===== config.mk =====
export PLATFORM = sky130hd
export DESIGN_NAME = clock_time_counter
export DESIGN_NICKNAME = d
export VERILOG_FILES = /design/src/rtl/clock_time_counter.sv
export SDC_FILE = /design/constraint.sdc
export NUM_CORES = 1
export LEC_CHECK = 0
export CAP_MARGIN = 20
export CORE_ASPECT_RATIO = 2
export CORE_MARGIN = 10
export CORE_UTILIZATION = 60
export DETAILED_ROUTE_END_ITERATION = 12
export PLACE_DENSITY = 0.88
export SYNTH_ARGS = -nofsm -noshare
export SYNTH_HDL_FRONTEND = slang
export SYNTH_HIERARCHICAL = 1
export SYNTH_SLANG_ARGS = --single-unit

===== constraint.sdc =====
create_clock -name clk -period 5.3 [get_ports clk]
set_clock_uncertainty 0.05 [all_clocks]
set_input_delay 0.53 -clock clk [delete_from_list [all_inputs] [get_ports clk]]
set_output_delay 0.53 -clock clk [all_outputs]
set_load 0.02 [all_outputs]

===== src/rtl/clock_time_counter.sv =====
// clock_time_counter: 1 Hz prescaler, HH:MM:SS counters, button set path and registered HHMM binary output.
// Define CLOCK_12H_EN for a 12-hour display (hours 12,1..11 plus pm flag); internal hours stay 0..23.

module clock_btn_sync (
   input  logic clk,
   input  logic rst,
   input  logic btn,
   output logic press
);
   // [0],[1] synchronise the async level, [2] holds the previous synced value for edge detect
   logic [2:0] sync_q;

   always_ff @(posedge clk or posedge rst)
      if (rst) sync_q <= '0;
      else     sync_q <= {sync_q[1:0], btn};

   assign press = sync_q[1] & ~sync_q[2];
endmodule

module clock_time_counter #(
   parameter int CLK_HZ = 100_000_000
) (
   input  logic        clk,
   input  logic        rst,
   input  logic        en,
   input  logic        btn_hr,
   input  logic        btn_min,
   output logic [13:0] bin,
   output logic        colon,
   output logic        sec_tick,
   output logic        pm
);
   localparam int            PW     = $clog2(CLK_HZ);
   localparam logic [PW-1:0] P_MAX  = PW'(CLK_HZ - 1);
   localparam logic [PW-1:0] P_HALF = PW'(CLK_HZ / 2);
`ifdef CLOCK_12H_EN
   localparam logic [13:0]   BIN_RST = 14'd1200;
`else
   localparam logic [13:0]   BIN_RST = 14'd0;
`endif

   logic [1:0] btn_raw, btn_press;
   logic       hr_press, min_press;

   assign btn_raw = {btn_hr, btn_min};

   for (genvar i = 0; i < 2; i++) begin : g_btn
      clock_btn_sync u_sync (
         .clk   (clk),
         .rst   (rst),
         .btn   (btn_raw[i]),
         .press (btn_press[i])
      );
   end

   assign hr_press  = btn_press[1];
   assign min_press = btn_press[0];

   logic [PW-1:0] pcnt, pcnt_d;
   logic [5:0]    sec, sec_d, mins, mins_d;
   logic [4:0]    hrs, hrs_d;
   logic          tick, tick_ok;

   assign tick    = en && (pcnt == P_MAX);
   // any press in the tick cycle swallows that second
   assign tick_ok = tick && !hr_press && !min_press;

   always_comb begin
      pcnt_d = pcnt;
      sec_d  = sec;
      mins_d = mins;
      hrs_d  = hrs;
      if (en)
         pcnt_d = (pcnt == P_MAX) ? '0 : pcnt + 1'b1;
      if (tick_ok) begin
         if (sec == 6'd59) begin
            sec_d = '0;
            if (mins == 6'd59) begin
               mins_d = '0;
               hrs_d  = (hrs == 5'd23) ? '0 : hrs + 1'b1;
            end else begin
               mins_d = mins + 1'b1;
            end
         end else begin
            sec_d = sec + 1'b1;
         end
      end
      if (min_press) begin
         pcnt_d = '0;
         sec_d  = '0;
         mins_d = (mins == 6'd59) ? '0 : mins + 1'b1;
      end
      if (hr_press)
         hrs_d = (hrs == 5'd23) ? '0 : hrs + 1'b1;
   end

   always_ff @(posedge clk or posedge rst)
      if (rst) begin
         pcnt <= '0;
         sec  <= '0;
         mins <= '0;
         hrs  <= '0;
      end else begin
         pcnt <= pcnt_d;
         sec  <= sec_d;
         mins <= mins_d;
         hrs  <= hrs_d;
      end

   logic [4:0]  hd;
   logic [13:0] hd14, bin_d;
   logic        pm_d;

   always_comb begin
`ifdef CLOCK_12H_EN
      if (hrs == 5'd0)       hd = 5'd12;
      else if (hrs > 5'd12)  hd = hrs - 5'd12;
      else                   hd = hrs;
      pm_d = (hrs >= 5'd12);
`else
      hd   = hrs;
      pm_d = 1'b0;
`endif
      hd14  = {9'd0, hd};
      // Hd*100 as shifts: 64+32+4
      bin_d = (hd14 << 6) + (hd14 << 5) + (hd14 << 2) + {8'd0, mins};
   end

   always_ff @(posedge clk or posedge rst)
      if (rst) begin
         bin      <= BIN_RST;
         colon    <= 1'b0;
         sec_tick <= 1'b0;
         pm       <= 1'b0;
      end else begin
         bin      <= bin_d;
         colon    <= !en || (pcnt < P_HALF);
         sec_tick <= tick_ok;
         pm       <= pm_d;
      end
endmodule


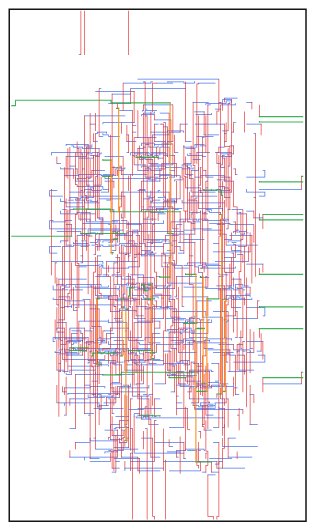
*Metal layers overlaid, run 1*
Scale: 4 px per um.
red -> metal 2  # wire length 4260 um
green -> metal 3  # wire length 300 um
blue -> metal 1  # wire length 2670 um
orange -> metal 4  # wire length 339 um
average wire per standard cell: 17.5 um
vias: 2637
Total GRT Usage: 0.179

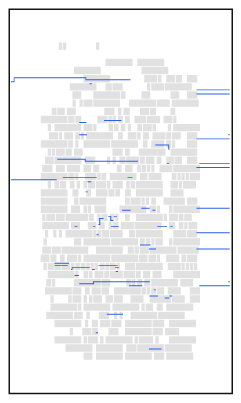
*Metal 3, run 1*
Scale: 3 px per um.
wire length on this layer = 300 um
share of all routed wire = 4.0%
main direction = horizontal
met3 usage: 0.0442
total detailed-routing wirelength: 7.56 mm

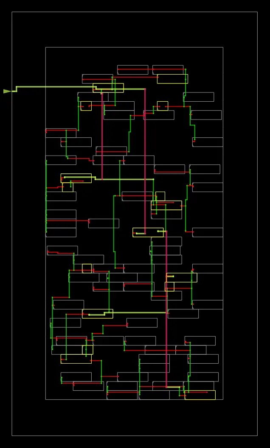
*Clock routing, run 1*
total CTS buffers: 9
clk_lat worst skew: 330 ps

==> deck_impl_summary.md, run 1 <==
Synthesis and Place & Route Summary

Status
  • Outcome: complete, no violations

Worst setup path
  • CP Data Arrival Time: just under 3000 ps
  • Slowest Stage Delay on Critical Path: between 500 and 600 ps
  • Critical-path cell list: inv_1 > fa_1 > inv_1 > ha_1 > nor2b_1 > o21ai_0 > a21boi_0 > o31a_1 > o22a_1
  • Cell mode on critical path: inv_1
  • Delay-heaviest family, CP: AND-OR/OR-AND gates

Clocking
  • # hold bufs at CTS: 0
  • H-tree depth: 3
  • CTS tree: done

Cells and area
  • Number of clock-tree buffers in the layout: 9
  • Clock-cell share: 0.0714
  • Reg area: approximately 1600 um^2
  • Bufs w/o clock: 19

Logic synthesis
  • Post-Syn Instances: 345
  • Synth top area share: 0.461
  • AO/OA Area Share: 0.102
  • Yosys warnings: 6
  • Register bit total from synthesis: between 60 and 70
  • Main kind of combinational logic by area: simple AND/OR/NAND/NOR gates
  • Syn Area/Cell: roughly 10 um^2

Placement
  • Port Buffers: 18
  • GPL Wtd Cong: between 0.9 and 1

Drt
  • DR pass1 iterations: 4
  • Initial DRC count: 139
  • Via/cell ratio: ~6.1
  • # DRC: 0

STA
  • RSZ-0062 raised after global routing: no
  • Period utilization: 0.529
  • Fin. Hold Viols: 0
  • Hold WS: slightly below 300 ps

Floorplan
  • Floorplan Utilization: 0.614
  • I/O Pins: 22
  • N_taps: around 61
  • Die Y: around 130 um
  • Area of the core: 5660 um^2

Global routing
  • Total grt overflow: 0
  • Vias in the first global route: 2964

Power
  • Maximum vdd drop: between 400 and 500 uV

Job
  • Max-Cap Viols: 0
==> run 1: stage by stage <==
step	worst slack, ps	cell area [um^2]
5_1_grt	2270	3960
2_1_floorplan	2900	3480
6_report	2500	3960
3_3_place_gp	2470	3680
4_1_cts	2490	3960
3_5_place_dp	2370	3680
==> run 1: routing by layer <==
layer | vias to the layer above | track usage | routed length (um)
met3 | 26 | 0.0442 | 299
met1 | 1282 | 0.175 | 2670
met5 | - | 0 | 0
met2 | 77 | 0.306 | 4260
li1 | 1252 | - | -
met4 | 0 | 0.137 | 338
==> run 1: flip-flops by register name (all words and copies together), names as in the netlist <==
| signal | cells |
|---|---|
| g_btn.u_sync/sync_q | 6 |
| mins | 6 |
| sec_tick | 1 |
| bin | 12 |
| sec | 6 |
| pcnt | 27 |
| colon | 1 |
| hd | 5 |
==> run 1: logic make-up (layout without fill, tap and decap cells) <==
kind of cell	after synthesis	after routing
xor gates and xnor gates	29	29
buffers and inverters	35	60
and+or+nand+nor	136	136
muxes	6	6
adders and majority gates	22	22
DFF	64	64
AOI/OAI and AO/OA	52	52
other	1	3
==> run 1: worst paths after layout <==
path                            slack (ps)  cells after the start                   endpoint                       from
worst max-delay path                  2500                      9                    bin[11]                      hd[0]
worst min-delay path                   300                      0  g_btn[0].u_sync/sync_q[1]  g_btn[0].u_sync/sync_q[0]
worst max register to register        2500                      9                    bin[11]                      hd[0]
worst min register to register         300                      0  g_btn[0].u_sync/sync_q[1]  g_btn[0].u_sync/sync_q[0]
max in group asynchronous             3810                      3                     bin[5]                        rst
min in group asynchronous              400                      2  g_btn[1].u_sync/sync_q[0]                        rst
==> run 1: power by group <==
group | switching [mW] | internal [mW]
logic | 0.375 | 0.327
registers | 0.0775 | 0.584
clock network | 0.230 | 0.320
total | 0.683 | 1.23
### M2 wires, run 1

Scale: 3 px per um.
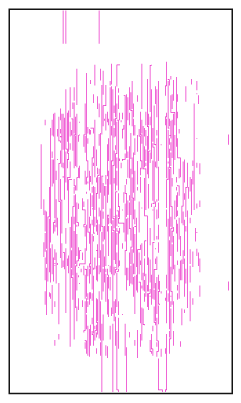

==> run 1 -> run 2 <==
--- a/config.mk
+++ b/config.mk
@@ -8,9 +8,9 @@
 export CAP_MARGIN = 20
 export CORE_ASPECT_RATIO = 2
 export CORE_MARGIN = 10
-export CORE_UTILIZATION = 60
+export CORE_UTILIZATION = 59
 export DETAILED_ROUTE_END_ITERATION = 12
-export PLACE_DENSITY = 0.88
+export PLACE_DENSITY = 0.86
 export SYNTH_ARGS = -nofsm -noshare
 export SYNTH_HDL_FRONTEND = slang
 export SYNTH_HIERARCHICAL = 1
==> constraint.sdc (replaced) <==
create_clock -name clk -period 2.7 [get_ports clk]
set_clock_uncertainty 0.05 [all_clocks]
set_input_delay 0.27 -clock clk [delete_from_list [all_inputs] [get_ports clk]]
set_output_delay 0.27 -clock clk [all_outputs]
set_load 0.02 [all_outputs]
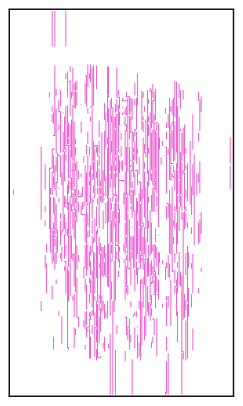
*M2 wires, run 2*
Scale: 3 px per um.
wire length on this layer = 4570 um
nets with wire on the layer = 352

==> run 2 against run 1 <==
Non-clock buffer count up 6; largest power group unchanged; maximum frequency is 15% higher; critical path depth did not move; first-iteration DRC count up 32%; count of clock-buffer cells in the layout is 5 higher; total power up 110%.
==> deck_impl_summary.md, run 2 <==
Synthesis and Place & Route Summary

STA
  • Fin. Hold Viols: 0 (unchanged)
  • Worst Setup Slack, final: 270 ps (-2230 ps)
  • Period utilization: 0.900 (+0.371)
  • Hold WS: 137 ps (-159 ps)

Logic synthesis
  • Syn Area/Cell: 10.1 um^2 (unchanged)
  • Yosys warnings: 6 (unchanged)
  • Register bit total from synthesis: 64 (unchanged)
  • Post-Syn Instances: 345 (unchanged)
  • Synth top area share: 0.461 (unchanged)

Clocking
  • Clk_lat worst skew: 340 ps (about the same)
  • H-tree depth: 3 (unchanged)
  • Clock sinks: approximately 64
  • Buffer levels on the longest clock path: 2
  • Worst-path clk slew: ~50 ps
  • Total CTS buffers: 9 (unchanged)
  • CTS tree: done

Floorplan
  • Floorplan Utilization: 0.609 (-0.00525)
  • I/O Pins: 22 (unchanged)
  • Die Y: 129 um (+0.71%)
  • Area of the core: 5710 um^2 (+0.86%)

Drt
  • # DRC: 0 (unchanged)
  • Average wire per standard cell: 18.0 um (+3.0%)
  • Total detailed-routing wirelength: 7.89 mm (+4.4%)
  • DR pass1 iterations: 4 (unchanged)
  • Initial DRC count: 183 (+32%)

Job
  • Max-Cap Viols: 0 (unchanged)

Global routing
  • Largest net degree at the start of global routing: between 50 and 60
  • Vias in the first global route: 2901 (-2.1%)
  • Total GRT Usage: 0.182 (+0.00224)
  • Total grt overflow: 0 (unchanged)

Worst setup path
  • CP Capture Point: bin[11]
  • CP Data Arrival Time: 2600 ps (-380 ps)
  • R2R depth: 9 (unchanged)
  • R2R Setup Slk: 270 ps (-2230 ps)
  • Worst Setup SP: hd[3]

Cells and area
  • Reg area: 1600 um^2 (about the same)
  • Largest Register: pcnt
  • Finished Cell Area: 4070 um^2 (+2.8%)
  • Max FFs per register: 27 (unchanged)
  • Biggest regs: pcnt: 27 flops, bin: 12 flops

Placement
  • GPL Wtd Cong: 0.911 (-0.59%)
  • Port Buffers: 18 (unchanged)
  • Place WS: 159 ps (-2220 ps)
  • Placement Cell Area: 3730 um^2 (+1.6%)

Status
  • Outcome: complete, no violations

Power
  • Maximum vdd drop: 935 uV (+100%)
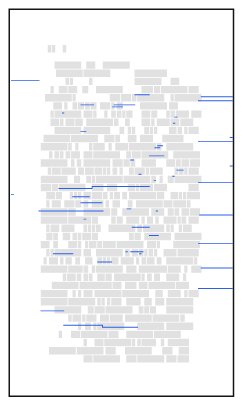
*Metal 3, run 2*
Scale: 3 px per um.
nets with wire on the layer = 28
main direction = horizontal

[run 2: worst max-delay path: stages, from the launching register on]
cell and delay, ps:
dfrtp_1 410, inv_1 130, fa_1 490, inv_1 40
ha_1 320, nor2b_1 140, o21ai_1 150, a21boi_1 120
o31a_1 280, o22a_1 190
[run 2: repair_timing]
| action | CTS | global route |
|---|---|---|
| endpoints found under the setup margin | 0 | 2 |
| resized | 0 | 3 |
| hold buffers | 0 | 0 |
[run 2: routing by layer]
metal  track usage  vias up  share of wire
met5             0        -              0
met4         0.109        0          0.038
met3        0.0339       25          0.033
met2         0.334       54           0.58
met1         0.177     1359           0.35
li1              -     1269              -
[run 2: cell type report]
type                    instances  share of cell area
inverters                      25              0.0231
flip-flops and latches         64               0.394
clock buffers                  14              0.0673
well taps                      61              0.0188
repair buffers                 25              0.0603
clock inverters                 2              0.0148
multi-input cells             248               0.422
[run 2: where the power goes]
part           total (mW)  internal, mW  leakage [nW]  switching, mW
sequential           1.30          1.15         0.825          0.155
combinational        1.45         0.659         0.861          0.789
clock                1.28         0.883         0.163          0.394
[run 2: logic make-up (layout without fill, tap and decap cells)]
group | Yosys count | count (layout) | synth area share
flops | 64 | 64 | 0.461
fa+ha+maj | 22 | 22 | 0.0857
buf+inv | 35 | 66 | 0.0468
other cells | 1 | 3 | 0.00108
simple gates | 136 | 136 | 0.212
xor+xnor | 29 | 29 | 0.0731
compound gates | 52 | 52 | 0.102
mux | 6 | 6 | 0.0184
[run 2: stage by stage]
stage | utilization | instances | total power, mW
global route | 0.713 | 439 | 4.29
global placement | 0.654 | 423 | 2.63
CTS | 0.713 | 439 | 4.05
finish | 0.713 | 439 | 4.03
floorplan | - | 347 | 2.25
detailed placement | 0.654 | 423 | 2.75
==> run 2 -> run 3 <==
==> constraint.sdc (replaced) <==
create_clock -name clk -period 2.7 [get_ports clk]
set_clock_uncertainty 0.05 [all_clocks]
set_input_delay 0.27 -clock clk [delete_from_list [all_inputs] [get_ports clk]]
set_output_delay 0.27 -clock clk [all_outputs]
set_load 0.01 [all_outputs]
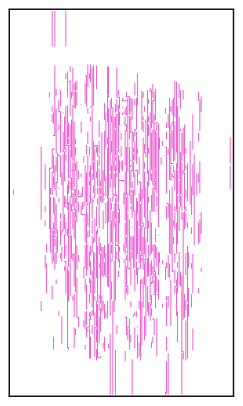
*M2 wires, run 3*
Scale: 3 px per um.
main direction = vertical
longest straight run = 35.7 um
nets with wire on the layer = 352

==> run 3 against run 2 <==
Combinational power down 5%; total power down 1.7%; synthesized area unchanged; highest routed layer unchanged; maximum frequency unchanged; via count unchanged.
==> deck_impl_summary.md, run 3 <==
Synthesis and Place & Route Summary

STA
  • Hold WS: 137 ps (unchanged)
  • Fin. Hold Viols: 0 (unchanged)

Drt
  • # DRC: 0 (unchanged)
  • Met3 WL: 257 um (unchanged)
  • Met2 wire length: 4.57 mm (unchanged)

Floorplan
  • Area of the core: 5710 um^2 (unchanged)
  • Die Y: 129 um (unchanged)

Logic synthesis
  • Yosys warnings: 6 (unchanged)
  • Syn Area/Cell: 10.1 um^2 (unchanged)

Clocking
  • Worst-path clk slew: 50 ps (about the same)
  • CTS tree: done
  • # hold bufs at CTS: 0 (unchanged)
  • Buffer levels on the longest clock path: 2 (unchanged)

Power
  • Int Pwr: 2.69 mW (about the same)
  • Power of the sequential group: 1.30 mW (about the same)
  • Largest Pwr Group: combinational cells

Status
  • Outcome: complete, no violations

Worst setup path
  • Number of buffers and inverters on the critical path: 2 (unchanged)
  • Critical-path cell list: inv_1 > fa_1 > inv_1 > ha_1 > nor2b_1 > o21ai_1 > a21boi_1 > o31a_1 > o22a_1
  • Slowest Stage Delay on Critical Path: 490 ps (about the same)
  • Delay-heaviest family, CP: adder cells

Job
  • Max-Cap Viols: 0 (unchanged)

Cells and area
  • Biggest regs: pcnt: 27 flops, bin: 12 flops
  • Largest Register: pcnt
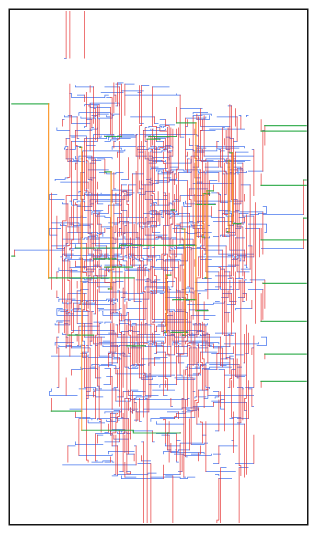
*Metal layers overlaid, run 3*
Scale: 4 px per um.
green -> metal 3  # wire length 257 um
blue -> metal 1  # wire length 2770 um
red -> metal 2  # wire length 4570 um
orange -> metal 4  # wire length 299 um
vias: 2707
Total GRT Usage: 0.182
average wire per standard cell: 18.0 um
total detailed-routing wirelength: 7.89 mm

## run 3: metrics by stage
step / total power, mW / std cells / instance area [um^2] / util / setup slack (ps)
5_1_grt: 4.22 / 439 / 4070 / 0.713 / 65.0
3_3_place_gp: 2.56 / 423 / 3730 / 0.654 / 213
3_5_place_dp: 2.68 / 423 / 3730 / 0.654 / 159
6_report: 3.96 / 439 / 4070 / 0.713 / 270
4_1_cts: 3.98 / 439 / 4070 / 0.713 / 142
2_1_floorplan: 2.18 / 347 / 3480 / - / 303
## run 3: kinds of logic (layout without fill, tap and decap cells)
group | after synthesis | after routing | synth area share
AOI/OAI and AO/OA | 52 | 52 | 0.102
xor gates and xnor gates | 29 | 29 | 0.0731
adders and majority gates | 22 | 22 | 0.0857
buffers and inverters | 35 | 66 | 0.0468
DFF | 64 | 64 | 0.461
muxes | 6 | 6 | 0.0184
other | 1 | 3 | 0.00108
and+or+nand+nor | 136 | 136 | 0.212
## run 3: layer usage
layer | up-vias | GRT usage
met5 | - | 0
li1 | 1269 | -
met2 | 54 | 0.334
met4 | 0 | 0.109
met1 | 1359 | 0.177
met3 | 25 | 0.0339
## run 3: path summary, 6_finish.rpt
path,startpoint,to,slack [ps],depth (start not counted)
worst max register to register,hd[3],bin[11],270,9
worst min-delay path,rst,g_btn[0].u_sync/sync_q[1],140,2
max in group asynchronous,rst,pcnt[4],2010,3
worst min register to register,g_btn[1].u_sync/sync_q[0],g_btn[1].u_sync/sync_q[1],300,0
worst max-delay path,hd[3],bin[11],270,9
min in group clk,g_btn[1].u_sync/sync_q[0],g_btn[1].u_sync/sync_q[1],300,0
## run 3: area by class of cell
type,instances,area share
multi-input cells,248,0.422
repair buffers,25,0.0603
flip-flops and latches,64,0.394
inverters,25,0.0231
clock inverters,2,0.0148
well taps,61,0.0188
clock buffers,14,0.0673
Power and IR drop assume default switching activity.
